`src/rtl/iir_ar_mac_if.sv`:
```
// iir_ar_mac_if: sample, coefficient-RAM and result bundle for iir_ar_mac.
// slave = the filter; master = the sample source / coefficient RAM side.
interface iir_ar_mac_if #(
  parameter int DATA_WIDTH = 6,
  parameter int ADDR_WIDTH = 3
);
  logic                         in_valid;
  logic                         in_ready;
  logic signed [DATA_WIDTH-1:0] x_in;
  logic                         hist_clr;
  logic [ADDR_WIDTH-1:0]        coef_addr;
  logic signed [DATA_WIDTH-1:0] coef_data;
  logic signed [DATA_WIDTH-1:0] y_out;
  logic                         y_valid;
  logic                         busy;

  modport master (
    output in_valid, x_in, hist_clr, coef_data,
    input  in_ready, coef_addr, y_out, y_valid, busy
  );

  modport slave (
    input  in_valid, x_in, hist_clr, coef_data,
    output in_ready, coef_addr, y_out, y_valid, busy
  );
endinterface

```
`src/rtl/iir_ar_mac.sv`:
```
// iir_ar_mac: serial all-pole IIR, y[n] = x[n] + sum a_k*y[n-k], one MAC/cycle.
// Ports: CLK, RST (async active-low), bus (iir_ar_mac_if.slave: sample
// handshake, coef RAM addr/data, y_out/y_valid, busy, hist_clr).
// Macro IIR_AR_MAC_SAT_EN: saturate output; undefined: wrap to DATA_WIDTH.
module iir_ar_mac #(
  parameter int DATA_WIDTH = 6,
  parameter int ADDR_WIDTH = 3,
  parameter int ORDER      = 7,
  parameter int COEF_FRAC  = 4
) (
  input logic          CLK,
  input logic          RST,
  iir_ar_mac_if.slave  bus
);
  localparam int DW    = DATA_WIDTH;
  localparam int ACC_W = 2 * DW + $clog2(ORDER + 1);

  localparam logic [1:0] S_IDLE = 2'd0;
  localparam logic [1:0] S_MAC  = 2'd1;
  localparam logic [1:0] S_OUT  = 2'd2;

  localparam logic [ADDR_WIDTH-1:0] K_LAST =
    ADDR_WIDTH'(ORDER - 1);

  logic [1:0]              state_q, state_d;
  logic [ADDR_WIDTH-1:0]   k_q, k_d;
  logic signed [ACC_W-1:0] acc_q, acc_d;
  logic signed [DW-1:0]    hist_q [ORDER];
  logic signed [DW-1:0]    hist_d [ORDER];
  logic signed [DW-1:0]    y_q, y_d;
  logic                    yv_q, yv_d;
  logic                    rdy_q;

  logic                    is_idle, is_mac, is_out;
  logic                    accept;
  logic signed [2*DW-1:0]  prod;
  logic signed [ACC_W-1:0] acc_nx;
  logic signed [DW-1:0]    y_red;

  assign is_idle = (state_q == S_IDLE);
  assign is_mac  = (state_q == S_MAC);
  assign is_out  = (state_q == S_OUT);

  // rdy_q keeps in_ready low until the first edge after reset release
  assign bus.in_ready  = rdy_q && is_idle;
  assign accept        = bus.in_valid && bus.in_ready;
  assign bus.busy      = !is_idle;
  assign bus.coef_addr = is_mac ? k_q : '0;
  assign bus.y_out     = y_q;
  assign bus.y_valid   = yv_q;

  assign prod   = $signed(bus.coef_data) * hist_q[k_q];
  assign acc_nx = acc_q + ACC_W'(prod);

`ifdef IIR_AR_MAC_SAT_EN
  localparam logic signed [ACC_W-1:0] Y_MAX =
    {{(ACC_W-DW+1){1'b0}}, {(DW-1){1'b1}}};
  localparam logic signed [ACC_W-1:0] Y_MIN =
    {{(ACC_W-DW+1){1'b1}}, {(DW-1){1'b0}}};

  logic signed [ACC_W-1:0] shr;
  assign shr = acc_nx >>> COEF_FRAC;

  always_comb begin
    y_red = shr[DW-1:0];
    if (shr > Y_MAX) y_red = Y_MAX[DW-1:0];
    if (shr < Y_MIN) y_red = Y_MIN[DW-1:0];
  end
`else
  // low bits of the floor shift are simply a slice of the accumulator
  assign y_red = acc_nx[COEF_FRAC +: DW];
`endif

  always_comb begin
    state_d = state_q;
    k_d     = k_q;
    acc_d   = acc_q;
    hist_d  = hist_q;
    y_d     = y_q;
    yv_d    = 1'b0;
    unique case (1'b1)
      is_idle: begin
        if (bus.hist_clr) begin
          for (int i = 0; i < ORDER; i++) hist_d[i] = '0;
        end
        if (accept) begin
          acc_d   = ACC_W'($signed(bus.x_in)) <<< COEF_FRAC;
          k_d     = '0;
          state_d = S_MAC;
        end
      end
      is_mac: begin
        acc_d = acc_nx;
        k_d   = k_q + 1'b1;
        // result is registered on the last tap so y_valid lands in OUT
        if (k_q == K_LAST) begin
          k_d     = '0;
          y_d     = y_red;
          yv_d    = 1'b1;
          state_d = S_OUT;
        end
      end
      is_out: begin
        hist_d[0] = y_q;
        for (int i = 1; i < ORDER; i++) hist_d[i] = hist_q[i-1];
        state_d = S_IDLE;
      end
      default: state_d = S_IDLE;
    endcase
  end

  always_ff @(posedge CLK or negedge RST) begin
    if (!RST) begin
      state_q <= S_IDLE;
      k_q     <= '0;
      acc_q   <= '0;
      y_q     <= '0;
      yv_q    <= 1'b0;
      rdy_q   <= 1'b0;
      for (int i = 0; i < ORDER; i++) hist_q[i] <= '0;
    end else begin
      state_q <= state_d;
      k_q     <= k_d;
      acc_q   <= acc_d;
      y_q     <= y_d;
      yv_q    <= yv_d;
      rdy_q   <= 1'b1;
      for (int i = 0; i < ORDER; i++) hist_q[i] <= hist_d[i];
    end
  end
endmodule

```
`src/flat_wrapper.sv`:
```
// flat-port wrapper written by rule: the top's interface ports become plain ports
module iir_ar_mac_flat 
#(
  parameter int DATA_WIDTH = 6,
  parameter int ADDR_WIDTH = 3,
  parameter int ORDER      = 7,
  parameter int COEF_FRAC  = 4
)
  (CLK, RST, bus_in_valid, bus_x_in, bus_hist_clr, bus_coef_data, bus_in_ready, bus_coef_addr, bus_y_out, bus_y_valid, bus_busy);
  iir_ar_mac_if #(.DATA_WIDTH(DATA_WIDTH), .ADDR_WIDTH(ADDR_WIDTH)) bus_i ();
  input logic CLK;
  input logic RST;
  input wire logic [$bits(bus_i.in_valid)-1:0] bus_in_valid;
  input wire logic [$bits(bus_i.x_in)-1:0] bus_x_in;
  input wire logic [$bits(bus_i.hist_clr)-1:0] bus_hist_clr;
  input wire logic [$bits(bus_i.coef_data)-1:0] bus_coef_data;
  output wire logic [$bits(bus_i.in_ready)-1:0] bus_in_ready;
  output wire logic [$bits(bus_i.coef_addr)-1:0] bus_coef_addr;
  output wire logic [$bits(bus_i.y_out)-1:0] bus_y_out;
  output wire logic [$bits(bus_i.y_valid)-1:0] bus_y_valid;
  output wire logic [$bits(bus_i.busy)-1:0] bus_busy;
  assign bus_i.in_valid = bus_in_valid;
  assign bus_i.x_in = bus_x_in;
  assign bus_i.hist_clr = bus_hist_clr;
  assign bus_i.coef_data = bus_coef_data;
  assign bus_in_ready = bus_i.in_ready;
  assign bus_coef_addr = bus_i.coef_addr;
  assign bus_y_out = bus_i.y_out;
  assign bus_y_valid = bus_i.y_valid;
  assign bus_busy = bus_i.busy;
  iir_ar_mac #(.DATA_WIDTH(DATA_WIDTH), .ADDR_WIDTH(ADDR_WIDTH), .ORDER(ORDER), .COEF_FRAC(COEF_FRAC)) u_core (.CLK(CLK), .RST(RST), .bus(bus_i));
endmodule
```
`config.mk`:
```
export PLATFORM = sky130hd
export DESIGN_NAME = iir_ar_mac_flat
export DESIGN_NICKNAME = d
export VERILOG_FILES = /design/src/rtl/iir_ar_mac_if.sv /design/src/rtl/iir_ar_mac.sv /design/src/flat_wrapper.sv
export SDC_FILE = /design/constraint.sdc
export NUM_CORES = 1
export LEC_CHECK = 0
export CAP_MARGIN = 20
export CELL_PAD_IN_SITES_DETAIL_PLACEMENT = 2
export CELL_PAD_IN_SITES_GLOBAL_PLACEMENT = 2
export CORE_MARGIN = 4
export CORE_UTILIZATION = 30
export CTS_CLUSTER_SIZE = 25
export DETAILED_ROUTE_END_ITERATION = 8
export DONT_BUFFER_PORTS = 1
export PLACE_DENSITY_LB_ADDON = 0.1
export SYNTH_ARGS = -nofsm -noshare
export SYNTH_HDL_FRONTEND = slang
export SYNTH_SLANG_ARGS = --single-unit
```
`constraint.sdc`:
```
create_clock -name CLK -period 5.6 [get_ports CLK]
set_input_delay 0.84 -clock CLK [delete_from_list [all_inputs] [get_ports CLK]]
set_output_delay 0.84 -clock CLK [all_outputs]
set_load 0.01 [all_outputs]
```
==> results.txt <==
The full implementation flow was run.

The simple-gate portion of the synthesized area stands at 9.60%. The data arrival time at the worst-slack endpoint stands at 5.45 ns. The clock tree synthesis step divided the H-tree into 3 levels. Setup repair after global routing left no endpoint under its margin. Per STA, the startpoint of the critical path is u_core.k_q[1].

In this run, flip-flops and latches consume 22.3% of the power. The fraction of power spent switching nets stands at 44.1%. The synthesis report lists the most area-consuming cells as dfrtp_1, fa_1, a22o_1, ha_1, inv_1. Per the detail_route report, DRC violations left total 0. dfrtp_1 takes more of the synthesized area than any other cell.

The initial antenna violation count was 0. A synthesized cell averages 10.7 sq um. The quantity of I/O buffers inserted on ports stands at 0. After filler insertion, the fill cell instance count of the layout stands at 1,505. The core region is 0.0135 sq mm. Summed over all nets, the switching power comes to 1.28 mW. The cell count listed in synth_stat.txt stands at 392. The flow ran to the end, and the final reports show no timing, DRC or antenna violations. The sequential cell area fraction in the yosys report stands at 38.7%. The worst voltage drop across the vdd grid stands at 201 uV. The reg2reg setup slack stands at 0.33 ns. The maximum number of pins on one net before global-route repair stands at 66. The number of failing setup endpoints in the final timing report stands at 0. The sequential cell count stands at 65. Per the synth stats, the proportion of register bits with asynchronous set or reset is 100%. Among all stages on the critical path, the maximum delay recorded is 0.59 ns.

The most common logic cells in the final layout are dfrtp_1, inv_1, a22o_1. Post-CTS repair ended up resizing 0 cells. The die covers 0.0159 sq mm. The total number of placement rows stands at 42.

The routed layout has 2,889 vias. Detailed placement finished with a half-perimeter wire length of 8770 um. The clock transition at the registers of the reported paths stands at 0.06 ns. 0 antenna diodes ended up in the layout. The number of cells on the critical path stands at 18. On the final layout, the worst clock skew is 0.00642 ns. The share of synthesized area in the top cell type comes to 38.7%.

Ranked by instance count, the synthesized netlist is headed by dfrtp_1, inv_1, a22o_1. The multi-input combinational cells in the finished layout cover a total of 0.00230 sq mm. The stat command in Yosys gives a chip area of 0.00420 sq mm.
metrics by stage:
step / total power [mW] / hold WS [ns] / std cells / cell area [sq um] / worst slack [ns]
3_3_place_gp: 2.28 / 0.485 / 558 / 4420 / 0.318
3_5_place_dp: 2.31 / 0.491 / 558 / 4420 / 0.203
4_1_cts: 2.97 / 0.182 / 574 / 4750 / 0.172
6_report: 2.90 / 0.195 / 574 / 4750 / 0.329
5_1_grt: 3.20 / 0.176 / 574 / 4750 / 0.00126
2_1_floorplan: 1.82 / 0.461 / 392 / 4200 / 0.594
registers in the layout, indices dropped and copies added, names as in the netlist:
register and flops:
u_core.hist_q 42, u_core.state_q 2, u_core.k_q 3, u_core.rdy_q 1
u_core.bus.y_out 6, u_core.acc_q 10, u_core.bus.y_valid 1
layer usage:
metal	wire length [um]	up-vias	GRT usage, %
met5	0	-	0
met4	111	0	3.41
met3	345	7	3.24
met2	5580	30	24.7
met1	5330	1524	21.2
li1	-	1328	-
power groups by stage:
stage                     logic, mW  clock network, mW  registers, mW
final                          1.63              0.625          0.647
after global routing           1.87              0.668          0.662
after CTS                      1.68              0.642          0.652
after detailed placement       1.65                  0          0.659
after global placement         1.62                  0          0.658
after floorplan                1.21                  0          0.609
worst min path at each step:
stage	to	from	slack [ns]	cells after the start
finish	u_core.hist_q[20]	RST	0.20	0
global route	u_core.hist_q[20]	RST	0.18	0
CTS	u_core.bus.y_out[1]	RST	0.18	0
detailed placement	u_core.hist_q[3]	u_core.hist_q[3]	0.49	1
global placement	u_core.hist_q[0]	u_core.hist_q[0]	0.48	1
floorplan	u_core.hist_q[0]	u_core.hist_q[0]	0.46	1
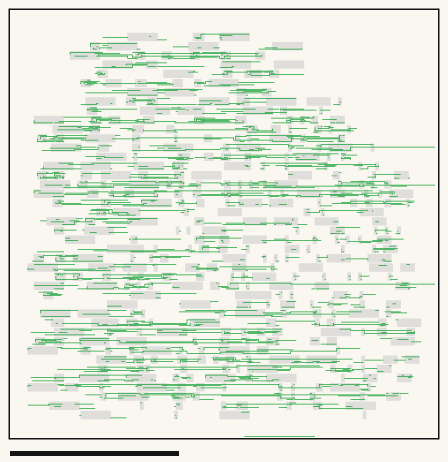
**Above:** signal wires on met1.
The bar under the picture is 50 um long.
The layer carries 5,330 um of wire. The wires run mostly horizontal. The longest straight run is 65.3 um.

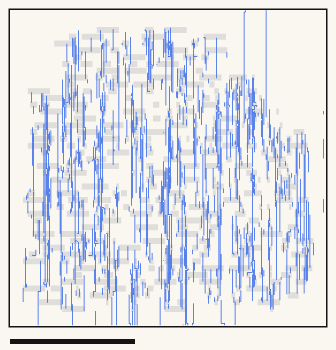
**Above:** the metal 2 layer.
The bar under the picture is 50 um long.
The layer carries 5,580 um of wire. The wires run mostly vertical. The layer holds 49% of the routed length.

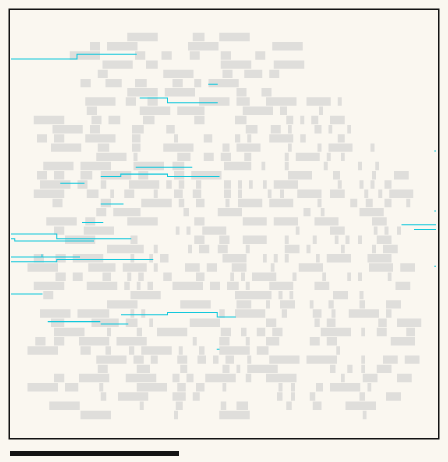
**Above:** the metal 3 layer.
The bar under the picture is 50 um long.
The longest straight run is 28.3 um. The wires run mostly horizontal.

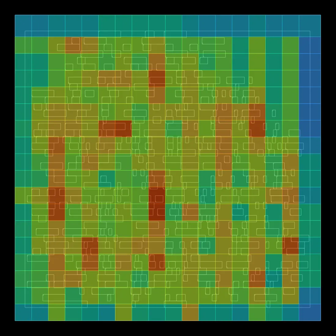
**Above:** routing congestion.
met2 global-route usage: 24.7%
Global Route met1 Usage: 21.2%
Tot GR Track Use: 15.3%
met3 track utilization from global routing: 3.24%
final design utilization: 35.3%

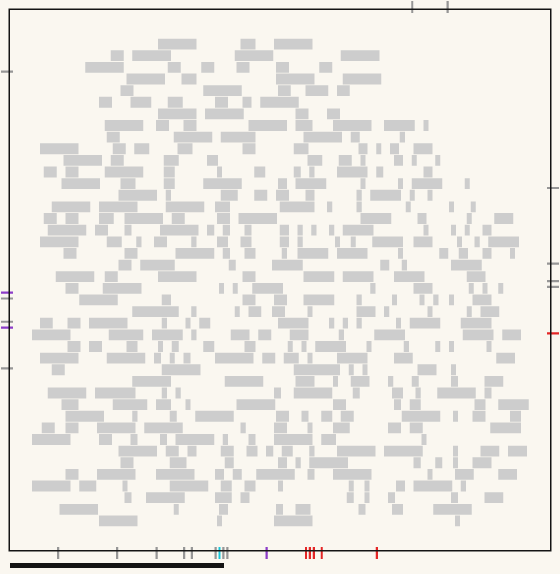
**Above:** ports around the boundary.
The bar under the picture is 50 um long. Pins as bars across the die edge, other pins in grey.
Key: bus_coef_addr = purple [pins 3, direction output, edge 2 west, 1 south]; bus_busy = cyan [pins 1, direction output, edge south]; bus_x_in = red [pins 6, direction input, edge 5 south, 1 east]
All pins by edge: 15 south, 6 west, 5 east, 2 north.

Power is estimated from default activity; no workload was simulated.
